File: config.mk
export PLATFORM = sky130hd
export DESIGN_NAME = mac_seq_ctrl
export DESIGN_NICKNAME = d
export VERILOG_FILES = /design/src/rtl/mac_seq_ctrl.sv
export SDC_FILE = /design/constraint.sdc
export NUM_CORES = 1
export LEC_CHECK = 0
export CORE_AREA = 5 5 127 129
export CTS_BUF_LIST = sky130_fd_sc_hd__clkbuf_8
export DETAILED_ROUTE_END_ITERATION = 8
export DIE_AREA = 0 0 132 134
export PLACE_DENSITY = 0.71
export SLEW_MARGIN = 10
export SYNTH_ARGS = -nofsm -noshare
export SYNTH_HDL_FRONTEND = slang
export SYNTH_SLANG_ARGS = --single-unit
File: constraint.sdc
create_clock -name clk -period 3.71 [get_ports clk]
set_input_delay 0.742 -clock clk [delete_from_list [all_inputs] [get_ports clk]]
set_output_delay 0.742 -clock clk [all_outputs]
set_load 0.03 [all_outputs]
File: src/rtl/mac_seq_ctrl.sv
// Sequencer for an external combinational mac_8in: it accumulates len+1 operand-pair
// dot products into a wrapping psum and presents the result with a valid/ready handshake.
module mac_seq_ctrl #(
  parameter int bw      = 8,
  parameter int bw_psum = 32,
  parameter int pr      = 8
) (
  input  logic                clk,
  input  logic                reset,
  input  logic                start,
  input  logic [3:0]          len,
  input  logic                in_valid,
  output logic                in_ready,
  input  logic [pr*bw-1:0]    in_a,
  input  logic [pr*bw-1:0]    in_b,
  output logic [pr*bw-1:0]    mac_a,
  output logic [pr*bw-1:0]    mac_b,
  input  logic [bw_psum-1:0]  mac_out,
  output logic                out_valid,
  input  logic                out_ready,
  output logic [bw_psum-1:0]  out_psum,
  output logic                busy
);

  typedef enum logic [1:0] {
    IDLE  = 2'd0,
    ACCUM = 2'd1,
    OUT   = 2'd2
  } state_t;

  state_t              state_r;
  state_t              state_s;
  logic [bw_psum-1:0]  acc_r;
  logic [3:0]          cnt_r;
  logic [3:0]          len_r;
  logic                hs_s;

  // Outputs are decoded from the state register only, so they never depend on
  // input timing except for the operand pass-through to the external MAC.
  assign in_ready  = (state_r == ACCUM);
  assign out_valid = (state_r == OUT);
  assign busy      = (state_r != IDLE);
  assign hs_s      = in_valid && (state_r == ACCUM);
  assign out_psum  = (state_r == OUT)   ? acc_r : {bw_psum{1'b0}};
  assign mac_a     = (state_r == ACCUM) ? in_a  : {(pr*bw){1'b0}};
  assign mac_b     = (state_r == ACCUM) ? in_b  : {(pr*bw){1'b0}};

  // Next-state decode; the last chunk is the handshake where the counter reaches len.
  always_comb begin
    state_s = state_r;
    case (state_r)
      IDLE: begin
        if (start) state_s = ACCUM;
        else       state_s = IDLE;
      end
      ACCUM: begin
        if (hs_s && (cnt_r == len_r)) state_s = OUT;
        else                          state_s = ACCUM;
      end
      OUT: begin
        if (out_ready) state_s = IDLE;
        else           state_s = OUT;
      end
      default: state_s = IDLE;
    endcase
  end

  // State, accumulator, chunk counter and job length; reset wins over everything.
  always_ff @(posedge clk) begin
    if (reset) begin
      state_r <= IDLE;
      acc_r   <= {bw_psum{1'b0}};
      cnt_r   <= 4'd0;
      len_r   <= 4'd0;
    end else begin
      state_r <= state_s;
      case (state_r)
        IDLE: begin
          if (start) begin
            len_r <= len;
            acc_r <= {bw_psum{1'b0}};
            cnt_r <= 4'd0;
          end
        end
        ACCUM: begin
          if (hs_s) begin
            acc_r <= acc_r + mac_out;
            cnt_r <= cnt_r + 4'd1;
          end
        end
        default: begin
          acc_r <= acc_r;
        end
      endcase
    end
  end

endmodule

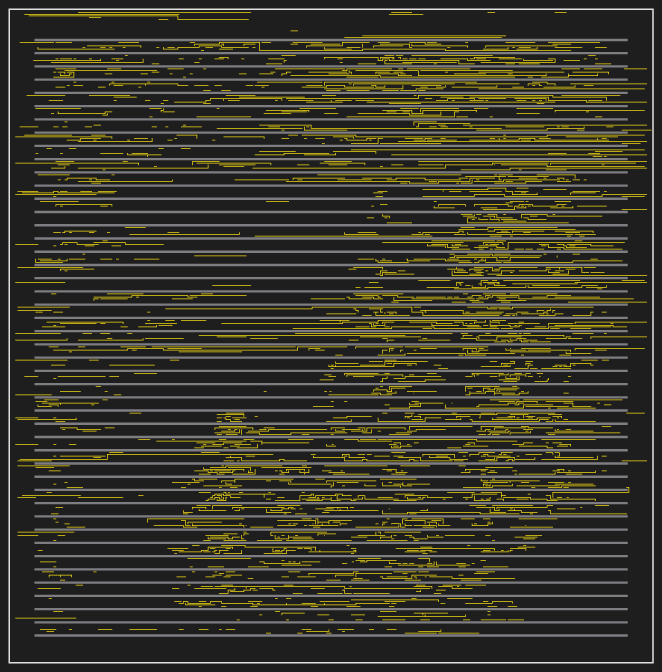
Fig. 1. Met1 routing.
Supply wires on this layer in grey.
share of all routed wire: 41%
nets with wire on the layer: 965

==> changes_impl.md <==
### Implementation results

* CTS H-tree lvls at 2
* Fraction of layout instances using a drive strength above 1 at 0.0373
* Instance count after placement with tap cells included at between 1k and 1.5k
* Most frequent cell after synthesis: sky130_fd_sc_hd__and2_1
* Critical Path End: acc_r[30]
* Crit path max fanout at 4
* Tool warnings at 26
* Die boundary width at about 130 um
* Static Leak at 3.12 nW
* Register-to-register setup slack at a little over 900 ps
* Worst Max-Slew Pin Slew at approximately 700 ps
* Core Rows at 45
* Clk_skew at 23.8 ps
* Sequential cells at around 42
* Worst slew margin at 0.535
* Multi-input combinational area share at 0.406
* Syn. warnings at 0
* Power Clock at 0.000329 W
* Pin count of the biggest net entering global routing at 46
* Endpoint type of the worst setup path: register
* Result of the run: finished clean
* Endpoint of the most critical register-to-register path: acc_r[30]
* Yosys top cell by area: sky130_fd_sc_hd__and2_1
* Root buffer cell: sky130_fd_sc_hd__clkbuf_8
* Worst Min Path Start: acc_r[25]
* Ratio of total power to cell area at around 230 nW/um^2
* Top Consumer: combinational logic
* Critical path class: input pin to register
* Arrival time of data at the critical path endpoint at 3530 ps
* Number of global-route vias before repair at 4,826
* Total length of routed wires at a little over 20 mm
* Hold Path Depth at 2
* TritonRoute pass-1 iters at 4
* Post-layout net count at between 1k and 1.5k
* Filler cell count in the final layout at between 1k and 1.5k
* Total CTS buffers at 5
* Post-CTS resize count at 0
* Summed negative setup slack over all endpoints at 0 ps
* Combinational power at a little over 0.001 W
* Clock input transition at the sequential cells of the worst setup and hold paths at 90 ps
* Core utilization of the finished layout at 0.524
* Synth Cell Area at about 4200 um^2
* Slew Viols, Final at 0
* Storage cell area at 841 um^2
* Most frequent standard cell in the layout excluding fill and tap cells: sky130_fd_sc_hd__clkdlybuf4s50_1
* Overflow left after global routing at 0
* Share of the cycle needed by the critical path after routing at 0.898
* PortBufs at approximately 330
* Synthesized instance count at 563
* Combinational group share of total power at 0.552
* Critical path startpoint: mac_out[0]
* GRT Total Usage at 0.212
* Unrepaired setup endpoints after global routing: false
* Post-synth regs at ~42
* Non-clock buffer contribution to total cell area at 0.437
* Comb gate area at between 3000 and 4000 um^2
* Synth area leaders: sky130_fd_sc_hd__and2_1 24%, sky130_fd_sc_hd__dfxtp_1 20%, sky130_fd_sc_hd__ha_1 9.6%
* Final standard cell area without fillers at about 7800 um^2
* Sink Count at between 40 and 50
* Count of pins on the block boundary at 332
* Worst vdd ir at approximately 140 uV
* Sequential element share of the synthesized area at 0.202
* Stages on worst setup path at 13
* Height of the die at ~130 um
* Number of hold buffers added after cts at 0
* Sequential power share at 0.269
* Core box area at 14,900 um^2
* Antenna violations before repair at 6
* Mi-comb count at approximately 480
* Setup slack of the critical path after layout at 379 ps
* Commonest cells in the netlist: 163 x sky130_fd_sc_hd__and2_1, 45 x sky130_fd_sc_hd__nor2_1, 42 x sky130_fd_sc_hd__dfxtp_1
* Number of inserted diodes at 1
* Detail Placement HPWL at about 18 mm
* Area of the die at approximately 18,000 um^2
* Number of distinct library cells after synthesis at about 52
* WP buf/inv at 2
* Post-synth area from yosys stat at about 4200 um^2
* Worst hold margin at about 480 ps
* Maximum clock frequency at between 300 and 400 MHz
* Clk ins delay skew pair at 310 ps
* Slowest cell delay on critical path at roughly 470 ps
* Cells in synth_stat.txt at about 560
* Required time at the endpoint of the critical path at 3900 ps
* Post-Syn Area per Cell at between 7 and 8 um^2
* P_seq at 0.000492 W
* Initial DRC count at approximately 280
* Min Tclk post-route at between 3000 and 4000 ps
* Cell type taking the most area: buffers
* Cell Count, Final, Fillers Out at 1,074
* Clock network share of area at 0.0122
* Most frequent logic cells in the routed design: 331 x sky130_fd_sc_hd__clkdlybuf4s50_1, 163 x sky130_fd_sc_hd__and2_1, 45 x sky130_fd_sc_hd__nor2_1
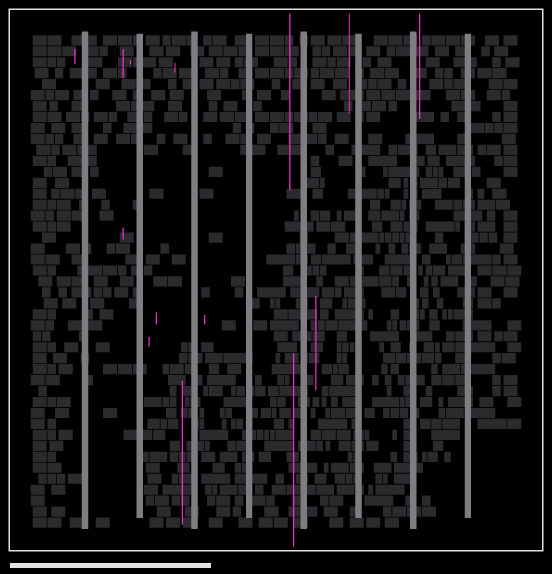
Fig. 2. M4 wires.
The bar under the picture is 50 um long. Supply wires on this layer in grey. Cells faint in the background.
main direction: vertical
wire length on this layer: 222 um
share of all routed wire: 1.1%

## state kept, by name (all words and copies together) (netlist names)
name	cells
state_r	2
cnt_r	4
len_r	4
acc_r	32
## routing by layer
metal  part of all wire  global-route usage  wire length (um)  up-vias
met4              0.011              0.0291               222       12
met3               0.11              0.0859              2240       25
met1               0.41               0.264              8400     2238
li1                   -                   -                 -     2552
met2               0.46               0.353              9400      240
met5             0.0039                   0                80        -
## cell families after synthesis
kind of cell             Yosys count  share of synthesized area
AND-OR/OR-AND                    125                      0.205
AND/OR/NAND/NOR                  285                      0.378
XOR/XNOR                          29                     0.0610
adder cells (fa/ha/maj)           33                      0.101
buffers and inverters             43                     0.0390
flip-flops                        42                      0.202
multiplexers                       6                     0.0144
Power is estimated from default activity; no workload was simulated.
